<file path="config.mk">
export PLATFORM = sky130hd
export DESIGN_NAME = mpu6050_i2c_responder
export DESIGN_NICKNAME = d
export VERILOG_FILES = /design/src/rtl/mpu6050_regs_pkg.sv /design/src/rtl/i2c_bus_sync.sv /design/src/rtl/mpu6050_i2c_responder.sv
export SDC_FILE = /design/constraint.sdc
export NUM_CORES = 1
export LEC_CHECK = 0
export ABC_AREA = 1
export CORE_UTILIZATION = 40
export DETAILED_ROUTE_END_ITERATION = 12
export PLACE_DENSITY_LB_ADDON = 0.2
export SLEW_MARGIN = 15
export SYNTH_ARGS = -nofsm -noshare
export SYNTH_HDL_FRONTEND = slang
export SYNTH_HIERARCHICAL = 1
export SYNTH_SLANG_ARGS = --single-unit
</file>
<file path="constraint.sdc">
create_clock -name clk -period 2.5 [get_ports clk]
set_input_delay 0.5 -clock clk [delete_from_list [all_inputs] [get_ports clk]]
set_output_delay 0.5 -clock clk [all_outputs]
set_load 0.005 [all_outputs]
</file>
<file path="src/rtl/mpu6050_regs_pkg.sv">
// rtl/mpu6050_regs_pkg.sv - register map constants and FSM encoding for the MPU6050 I2C responder
//
// Purpose: shared register addresses, the PWR_MGMT_1 reset value and the
// responder FSM state type. No ports.

package mpu6050_regs_pkg;

  localparam logic [7:0] REG_ACCEL_XOUT_H = 8'h3B;
  localparam logic [7:0] REG_ACCEL_ZOUT_L = 8'h40;
  localparam logic [7:0] REG_PWR_MGMT_1   = 8'h6B;
  localparam logic [7:0] REG_WHO_AM_I     = 8'h75;
  localparam logic [7:0] PWR_MGMT_1_RESET = 8'h40;

  typedef enum logic [3:0] {
    IDLE,
    ADDR,
    ACK_ADDR,
    REG,
    ACK_REG,
    WDATA,
    ACK_WDATA,
    RDATA,
    RACK
  } i2c_state_e;

  // True when the pointer falls inside the six accelerometer snapshot bytes.
  function automatic logic is_accel_reg(input logic [7:0] ptr);
    return (ptr >= REG_ACCEL_XOUT_H) && (ptr <= REG_ACCEL_ZOUT_L);
  endfunction

endpackage

</file>
<file path="src/rtl/i2c_bus_sync.sv">
// rtl/i2c_bus_sync.sv - SCL/SDA synchronizer with START, STOP and SCL edge detection
//
// Purpose: brings the asynchronous bus levels into the clk domain and flags
// bus events as single-cycle pulses.
// Ports:
//   clk, rst       system clock, asynchronous active-low reset
//   scl_i, sda_i   raw bus levels
//   sda            synchronized SDA level
//   scl_rise       synchronized SCL 0->1 pulse
//   scl_fall       synchronized SCL 1->0 pulse
//   start_det      SDA 1->0 while SCL high
//   stop_det       SDA 0->1 while SCL high

module i2c_bus_sync (
  input  logic clk,
  input  logic rst,
  input  logic scl_i,
  input  logic sda_i,
  output logic sda,
  output logic scl_rise,
  output logic scl_fall,
  output logic start_det,
  output logic stop_det
);

  logic [1:0] scl_ff;
  logic [1:0] sda_ff;
  logic       scl_q;
  logic       sda_q;
  logic [1:0] prime_cnt;
  logic       armed;

  always_ff @(posedge clk or negedge rst) begin
    if (!rst) begin
      scl_ff    <= 2'b11;
      sda_ff    <= 2'b11;
      scl_q     <= 1'b1;
      sda_q     <= 1'b1;
      prime_cnt <= 2'd0;
    end else begin
      scl_ff <= {scl_ff[0], scl_i};
      sda_ff <= {sda_ff[0], sda_i};
      scl_q  <= scl_ff[1];
      sda_q  <= sda_ff[1];
      if (prime_cnt != 2'd3) begin
        prime_cnt <= prime_cnt + 2'd1;
      end
    end
  end

  // Events are suppressed until the pipeline holds only real bus samples;
  // otherwise the forced-high reset values could fake a START when reset is
  // released while a master holds SDA low.
  assign armed = (prime_cnt == 2'd3);

  assign sda       = sda_ff[1];
  assign scl_rise  = armed &  scl_ff[1] & ~scl_q;
  assign scl_fall  = armed & ~scl_ff[1] &  scl_q;
  assign start_det = armed &  scl_ff[1] &  scl_q & sda_q  & ~sda_ff[1];
  assign stop_det  = armed &  scl_ff[1] &  scl_q & ~sda_q &  sda_ff[1];

endmodule

</file>
<file path="src/rtl/mpu6050_i2c_responder.sv">
// rtl/mpu6050_i2c_responder.sv - I2C target emulating the MPU6050 register interface
//
// Purpose: answers at DEV_ADDR, keeps a register pointer, stores PWR_MGMT_1,
// serves WHO_AM_I and a coherent accelerometer snapshot, everything else reads 0.
// Ports:
//   clk, rst              system clock, asynchronous active-low reset
//   scl_i, sda_i          bus levels (asynchronous)
//   sda_drive_low         1 pulls SDA low (open drain), 0 releases
//   accel_x/y/z           live accelerometer samples
//   pwr_mgmt              current PWR_MGMT_1 value
//   busy                  addressed and transaction in progress

module mpu6050_i2c_responder
  import mpu6050_regs_pkg::*;
#(
  parameter logic [6:0] DEV_ADDR     = 7'h68,
  parameter logic [7:0] WHO_AM_I_VAL = 8'h68
) (
  input  logic        clk,
  input  logic        rst,
  input  logic        scl_i,
  input  logic        sda_i,
  output logic        sda_drive_low,
  input  logic [15:0] accel_x,
  input  logic [15:0] accel_y,
  input  logic [15:0] accel_z,
  output logic [7:0]  pwr_mgmt,
  output logic        busy
);

  logic sda_s;
  logic scl_rise;
  logic scl_fall;
  logic start_det;
  logic stop_det;

  i2c_bus_sync u_sync (
    .clk       (clk),
    .rst       (rst),
    .scl_i     (scl_i),
    .sda_i     (sda_i),
    .sda       (sda_s),
    .scl_rise  (scl_rise),
    .scl_fall  (scl_fall),
    .start_det (start_det),
    .stop_det  (stop_det)
  );

  i2c_state_e  state, state_n;
  logic [3:0]  bit_cnt, bit_cnt_n;
  logic [7:0]  shreg, shreg_n;
  logic [7:0]  tx, tx_n;
  logic        rw, rw_n;
  logic [7:0]  reg_ptr, ptr_n;
  logic [7:0]  pwr_q, pwr_n;
  logic        busy_q, busy_n;
  logic        drive_q, drive_n;
  logic [47:0] snap, snap_n;
  logic [7:0]  rd_byte;
  logic [7:0]  acc_off;

  // Read data for the current pointer.
  always_comb begin
    rd_byte = 8'h00;
    acc_off = reg_ptr - REG_ACCEL_XOUT_H;
    if (reg_ptr == REG_WHO_AM_I) begin
      rd_byte = WHO_AM_I_VAL;
    end else if (reg_ptr == REG_PWR_MGMT_1) begin
      rd_byte = pwr_q;
    end else if (is_accel_reg(reg_ptr)) begin
      case (acc_off)
        8'd0:    rd_byte = snap[47:40];
        8'd1:    rd_byte = snap[39:32];
        8'd2:    rd_byte = snap[31:24];
        8'd3:    rd_byte = snap[23:16];
        8'd4:    rd_byte = snap[15:8];
        default: rd_byte = snap[7:0];
      endcase
    end
  end

  always_comb begin
    state_n   = state;
    bit_cnt_n = bit_cnt;
    shreg_n   = shreg;
    tx_n      = tx;
    rw_n      = rw;
    ptr_n     = reg_ptr;
    pwr_n     = pwr_q;
    busy_n    = busy_q;
    drive_n   = drive_q;
    snap_n    = snap;

    if (start_det) begin
      // Also covers a repeated START in the middle of a byte.
      state_n   = ADDR;
      bit_cnt_n = 4'd0;
      drive_n   = 1'b0;
    end else if (stop_det) begin
      state_n = IDLE;
      drive_n = 1'b0;
      busy_n  = 1'b0;
    end else begin
      case (state)
        IDLE: begin
        end

        ADDR: begin
          if (scl_rise) begin
            shreg_n   = {shreg[6:0], sda_s};
            bit_cnt_n = bit_cnt + 4'd1;
          end else if (scl_fall && bit_cnt == 4'd8) begin
            if (shreg[7:1] == DEV_ADDR) begin
              state_n = ACK_ADDR;
              drive_n = 1'b1;
              busy_n  = 1'b1;
              rw_n    = shreg[0];
              // Freeze all six bytes once per read so a burst is coherent.
              if (shreg[0]) begin
                snap_n = {accel_x, accel_y, accel_z};
              end
            end else begin
              state_n = IDLE;
              busy_n  = 1'b0;
            end
          end
        end

        ACK_ADDR: begin
          if (scl_fall) begin
            bit_cnt_n = 4'd0;
            if (rw) begin
              state_n = RDATA;
              tx_n    = rd_byte;
              drive_n = ~rd_byte[7];
            end else begin
              state_n = REG;
              drive_n = 1'b0;
            end
          end
        end

        REG: begin
          if (scl_rise) begin
            shreg_n   = {shreg[6:0], sda_s};
            bit_cnt_n = bit_cnt + 4'd1;
          end else if (scl_fall && bit_cnt == 4'd8) begin
            ptr_n   = shreg;
            state_n = ACK_REG;
            drive_n = 1'b1;
          end
        end

        ACK_REG, ACK_WDATA: begin
          if (scl_fall) begin
            state_n   = WDATA;
            drive_n   = 1'b0;
            bit_cnt_n = 4'd0;
          end
        end

        WDATA: begin
          if (scl_rise) begin
            shreg_n   = {shreg[6:0], sda_s};
            bit_cnt_n = bit_cnt + 4'd1;
          end else if (scl_fall && bit_cnt == 4'd8) begin
            if (reg_ptr == REG_PWR_MGMT_1) begin
              pwr_n = shreg;
            end
            ptr_n   = reg_ptr + 8'd1;
            state_n = ACK_WDATA;
            drive_n = 1'b1;
          end
        end

        RDATA: begin
          if (scl_rise) begin
            bit_cnt_n = bit_cnt + 4'd1;
          end else if (scl_fall) begin
            if (bit_cnt == 4'd8) begin
              state_n = RACK;
              drive_n = 1'b0;
              ptr_n   = reg_ptr + 8'd1;
            end else begin
              tx_n    = {tx[6:0], 1'b0};
              drive_n = ~tx[6];
            end
          end
        end

        RACK: begin
          if (scl_rise) begin
            if (sda_s) begin
              state_n = IDLE;
              busy_n  = 1'b0;
            end
          end else if (scl_fall) begin
            // Pointer was already advanced when the previous byte finished.
            state_n   = RDATA;
            tx_n      = rd_byte;
            drive_n   = ~rd_byte[7];
            bit_cnt_n = 4'd0;
          end
        end

        default: begin
          state_n = IDLE;
          drive_n = 1'b0;
          busy_n  = 1'b0;
        end
      endcase
    end
  end

  always_ff @(posedge clk or negedge rst) begin
    if (!rst) begin
      state   <= IDLE;
      bit_cnt <= 4'd0;
      shreg   <= 8'h00;
      tx      <= 8'h00;
      rw      <= 1'b0;
      reg_ptr <= 8'h00;
      pwr_q   <= PWR_MGMT_1_RESET;
      busy_q  <= 1'b0;
      drive_q <= 1'b0;
      snap    <= 48'h0;
    end else begin
      state   <= state_n;
      bit_cnt <= bit_cnt_n;
      shreg   <= shreg_n;
      tx      <= tx_n;
      rw      <= rw_n;
      reg_ptr <= ptr_n;
      pwr_q   <= pwr_n;
      busy_q  <= busy_n;
      drive_q <= drive_n;
      snap    <= snap_n;
    end
  end

  assign sda_drive_low = drive_q;
  assign busy          = busy_q;
  assign pwr_mgmt      = pwr_q;

endmodule

</file>
==> impl_metrics.csv <==
group,metric,value,unit
route,vias,4505,
floorplan,die_h,119,um
floorplan,die-area,14100,um^2
route,firstDrtPassIters,4,
final_timing,drv_slew,0,
clock_network,cts_sinks,98,
final_timing,period_minus_slack,2290,ps
final_timing,max_slew_margin,0.717,
power_and_ir_drop,leakage,2.96,nW
synth,synthTopLogicFamily,"simple AND/OR/NAND/NOR gates",
power_and_ir_drop,ir_drop,0.376,mV
synth,ys.flop_type,"dfrtp_1",
synth,syn_nets,686,
placed_design,port_buffers,61,
run_status,status,"finished clean",
clock_network,ctsResizeCount,0,
synth,largest_area_cell,"dfrtp_1",
global_routing,grt_overflow_total,0,
clock_network,post_cts_buffers,0,
clock_network,clk_latency,350,ps
layout,area_delta_synth_final,21.7,%
layout,finalNetCount,761,
global_routing,grt-busiest-layer,"met2",
floorplan,fp-row-count,42,
synth,topCellsByArea,"dfrtp_1 (42%), nand2_1 (10%), mux2_1 (6.0%)",
critical_path,start_kind,"flop",
final_timing,period_used_share,0.918,
global_routing,grt_pass1_wl,23200,um
placed_design,placedCellCount,864,
power_and_ir_drop,powerDensity,577,nW/um^2
global_routing,grt_use_met3,0.0507,
layout,utilization,0.500,
global_routing,met2_usage,0.322,
synth,yosysWarnings,6,
route,drt_iter0_drc,200,
global_routing,grt_max_degree,55,
clock_network,clock_path_buffers,2,
synth,synth.cellmix.adderShare,0.0230,
final_timing,tns,0,ps
synth,async_flop_share,1.00,
min_path,min-delay-path-class,"input port to async pin",
global_routing,grt_pass1_vias,4540,
synth,ys_types,46,
power_and_ir_drop,combPwrFrac,0.164,
placed_design,gp_congestion,0.883,
critical_path,endpoint_kind,"flop",
critical_path,crit_fanout,48,
route,finalWirelength,13600,um
power_and_ir_drop,power,3.82,mW
final_timing,hold_ws,32.9,ps
job,warnings,33,
route,ant_nets,0,
==> layout make-up <==
class                      count  area [um^2]  share of cell area
tap                          176          220              0.0333
clock inverter                 6         67.6              0.0102
sequential                    98         2460               0.372
multi-input combinational    445         2620               0.396
clock buffer                  10          229              0.0346
inverter                      65          248              0.0374
timing repair buffer          80          776               0.117
==> cell usage in the layout (no fill, tap or decap), drive strengths merged, types with 2 or more instances in the layout <==
master	synthesis	routed
a211oi	2	2
a21oi	20	20
buf	15	20
clkbuf	1	10
clkdlybuf4s50	0	60
clkinv	4	7
clkinvlp	0	2
dfrtp	91	91
dfstp	7	7
ha	10	10
inv	61	61
mux2	50	50
nand2	153	153
nand3	41	41
nand4	28	28
nor2	64	64
nor3	13	13
nor4	2	2
o2111ai	4	4
o21ai	41	41
o22a	2	2
o22ai	4	4
o41ai	2	2
xor2	2	2
==> cells by family (layout without fill, tap and decap cells) <==
kind of cell               after synthesis  in the layout
and+or+nand+nor                        302            302
DFF                                     98             98
buffers and inverters                   81            161
AOI/OAI and AO/OA                       80             80
muxes                                   50             50
adders and majority gates               10             10
xor gates and xnor gates                 3              3
==> routing by layer <==
layer  wire length (um)  vias up
met5                  0        -
met4                386        0
met3                651       22
met2               6080      110
met1               6460     2138
li1                   -     2235
==> metrics by stage <==
stage | cell area, um^2 | worst slack (ps)
after global placement | 6320 | 123
after global routing | 6620 | 23.9
after CTS | 6620 | 86.2
after detailed placement | 6320 | 111
after floorplan | 5440 | 397
final | 6620 | 206
==> critical path, cell delays in order, from the launching register on <==
cell and delay (ps):
dfrtp_1 380, ha_1 280, nand2_1 80, nor2_1 150, inv_1 80, nor2_1 200, buf_4 160, nand4_1 210
buf_12 290, mux2_1 340
==> worst paths after layout <==
check | start | to | slack, ps | cells past startpoint
worst max-delay path | u_sync/prime_cnt[0]$_DFFE_PN0P_ | snap[41]$_DFFE_PN0P_ | 210 | 9
worst min-delay path | rst | snap[37]$_DFFE_PN0P_ | 30 | 1
worst max register to register | u_sync/prime_cnt[0]$_DFFE_PN0P_ | snap[41]$_DFFE_PN0P_ | 210 | 9
worst min register to register | u_sync/sda_ff[0]$_DFF_PN1_ | u_sync/sda_ff[1]$_DFF_PN1_ | 360 | 0
max in group asynchronous | rst | u_sync/scl_ff[0]$_DFF_PN1_ | 1780 | 2
min in group clk | u_sync/sda_ff[0]$_DFF_PN1_ | u_sync/sda_ff[1]$_DFF_PN1_ | 360 | 0
==> registers in the layout, indices dropped and copies added (netlist names) <==
register          flops
rw                    1
bit_cnt               4
pwr_mgmt              8
tx                    7
u_sync/scl_q          1
sda_drive_low         1
u_sync/prime_cnt      2
u_sync/sda_q          1
reg_ptr               8
state                 4
shreg                 8
u_sync/sda_ff         2
busy                  1
u_sync/scl_ff         2
snap                 48
==> power groups by stage <==
stage                     Clock (mW)  Combinational [mW]  Sequential, mW
after floorplan                    0               0.380            1.81
after global placement             0               0.623            1.84
after detailed placement           0               0.629            1.84
after CTS                       1.42               0.632            1.81
after global routing            1.48               0.708            1.83
final                           1.38               0.626            1.81
layer_met2.png
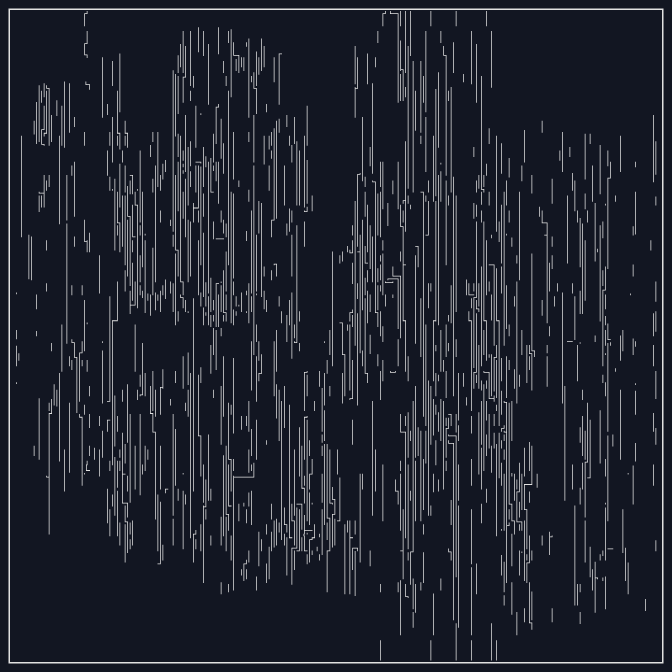
nets with wire on the layer = 607
share of all routed wire = 45%
main direction = vertical
wire length on this layer = 6,080 um
longest straight run = 40.8 um

wires.png
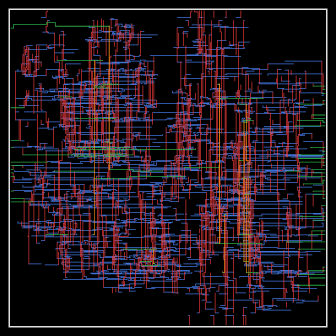
orange -> metal 4  # wire length 387 um
blue -> metal 1  # wire length 6,460 um
red -> metal 2  # wire length 6,080 um
green -> metal 3  # wire length 652 um
Tot GR Track Use: 0.210
drt wl/cell: 15.4 um

logic_types.png
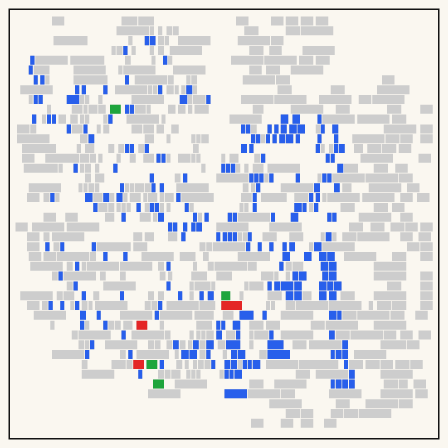
blue -> nand cells  # cells 222
red -> xor and xnor cells  # cells 3
green -> non-inverting ao/oa cells  # cells 4
Final Non-Filler Cells: 880
most frequent logic cell in the layout: nand2_1
Comb/total area: 0.396

No activity file was given, so power comes from the tool's default toggle rates.
